==> config.mk <==
export PLATFORM = sky130hd
export DESIGN_NAME = data_slot_alloc_flat
export DESIGN_NICKNAME = d
export VERILOG_FILES = /design/src/rtl/ddr_cmd_pkg.sv /design/src/rtl/data_slot_alloc_if.sv /design/src/rtl/data_slot_alloc_first_fit.sv /design/src/rtl/data_slot_alloc.sv /design/src/flat_wrapper.sv
export SDC_FILE = /design/constraint.sdc
export NUM_CORES = 1
export LEC_CHECK = 0
export CORE_MARGIN = 2
export CORE_UTILIZATION = 50
export DETAILED_ROUTE_END_ITERATION = 6
export PLACE_DENSITY = 0.74
export SKIP_LAST_GASP = 1
export SYNTH_ARGS = -nofsm -noshare
export SYNTH_HDL_FRONTEND = slang
export SYNTH_HIERARCHICAL = 1
export SYNTH_SLANG_ARGS = --single-unit
==> constraint.sdc <==
create_clock -name clk -period 6.1 [get_ports clk]
set_clock_uncertainty 0.05 [all_clocks]
set_input_delay 1.525 -clock clk [delete_from_list [all_inputs] [get_ports clk]]
set_output_delay 1.525 -clock clk [all_outputs]
set_load 0.02 [all_outputs]
Sequential cells coloured by netlist name:
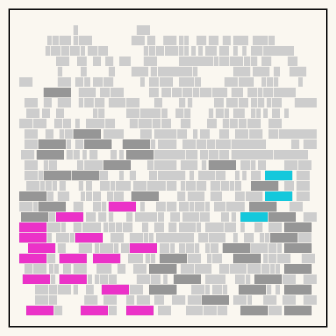
legend:
  `u_core/dir_q`:
    colour: magenta
    sequential_cells: 16
    where: south-west
  `u_core/bus.alloc_slip`:
    colour: cyan
    sequential_cells: 3
Seq/total area: 24.7%
Register Area: 1060 sq um
Power Sequential: 0.370 mW
Core Util, Final: 72.0%

Congestion heat map:
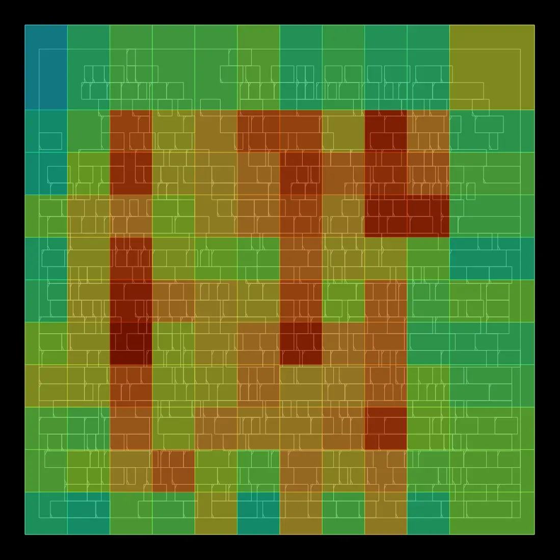
WL per Instance: 17.5 um
Total GRT Usage: 28.1%
met3 Resource Use GR: 5.95%
GRT busiest layer: met2
grt met2 use: 44.0%

==> flow_metrics.env <==
# yosys + openroad results
export IMPL_status="finished, final reports clean"
export IMPL_vdd_drop_max_v=0.000245
export IMPL_fill_cells=474
export IMPL_placed_cells=523
export IMPL_final_common_cell="dfxtp_1"
export IMPL_path_class="input port to flip-flop"
export IMPL_fin_crit_sh_pct=94.6
export IMPL_cpMostUsedCell="inv_1"
export IMPL_ys_sh_aoi_pct=14.1
export IMPL_cts_made_buffers=5
export IMPL_synth_area_sq_um=3100
export IMPL_placed_cell_area_sq_um=4000
export IMPL_pwr_density_cell_nw_per_um2=261
export IMPL_critPathLaunchType="input port"
export IMPL_core_sq_um=5960
export IMPL_reg2regPathDepth=16
export IMPL_hold_depth=2
export IMPL_routed_via_density=5.67
export IMPL_rsz0062_at_grt="false"
export IMPL_yosys_dominant_comb_family="simple AND/OR/NAND/NOR gates"
export IMPL_die_x_um=82.8
export IMPL_layout_drive_gt1_share_pct=23.5
export IMPL_ios=45
export IMPL_grt_pass1_vias=2875
export IMPL_clock_sinks=53
export IMPL_post_route_drc_count=0
export IMPL_clkTransAtPathRegs_ps=90
export IMPL_top_cell="dfxtp_1"
export IMPL_fp_utilization_pct=52.1
export IMPL_cts_tree="done"
export IMPL_finalNonFillerCells=535
export IMPL_wirelength_mm=9.35
export IMPL_synth_distinct_cells=56
## power breakdown
group / internal [mW] / switching (mW) / total, mW
clock: 0.134 / 0.116 / 0.250
combinational: 0.235 / 0.264 / 0.499
sequential: 0.362 / 0.00749 / 0.370
## cell type report
type / instances / area [sq um] / area share, %
Multi-Input combinational cell: 279 / 2060 / 48.0
Sequential cell: 53 / 1060 / 24.7
Timing Repair Buffer: 100 / 881 / 20.5
Tap cell: 75 / 93.8 / 2.19
Clock buffer: 7 / 86.3 / 2.01
Inverter: 20 / 77.6 / 1.81
Clock inverter: 1 / 30.0 / 0.700
## metrics by stage
stage	TNS, ps	setup slack, ps
6_report	0	329
5_1_grt	0	111
4_1_cts	0	38.4
3_5_place_dp	-8430	-269
3_3_place_gp	-2540	-95.6
2_1_floorplan	0	376
Power figures rest on the tool's default switching activity, not on a simulated workload.
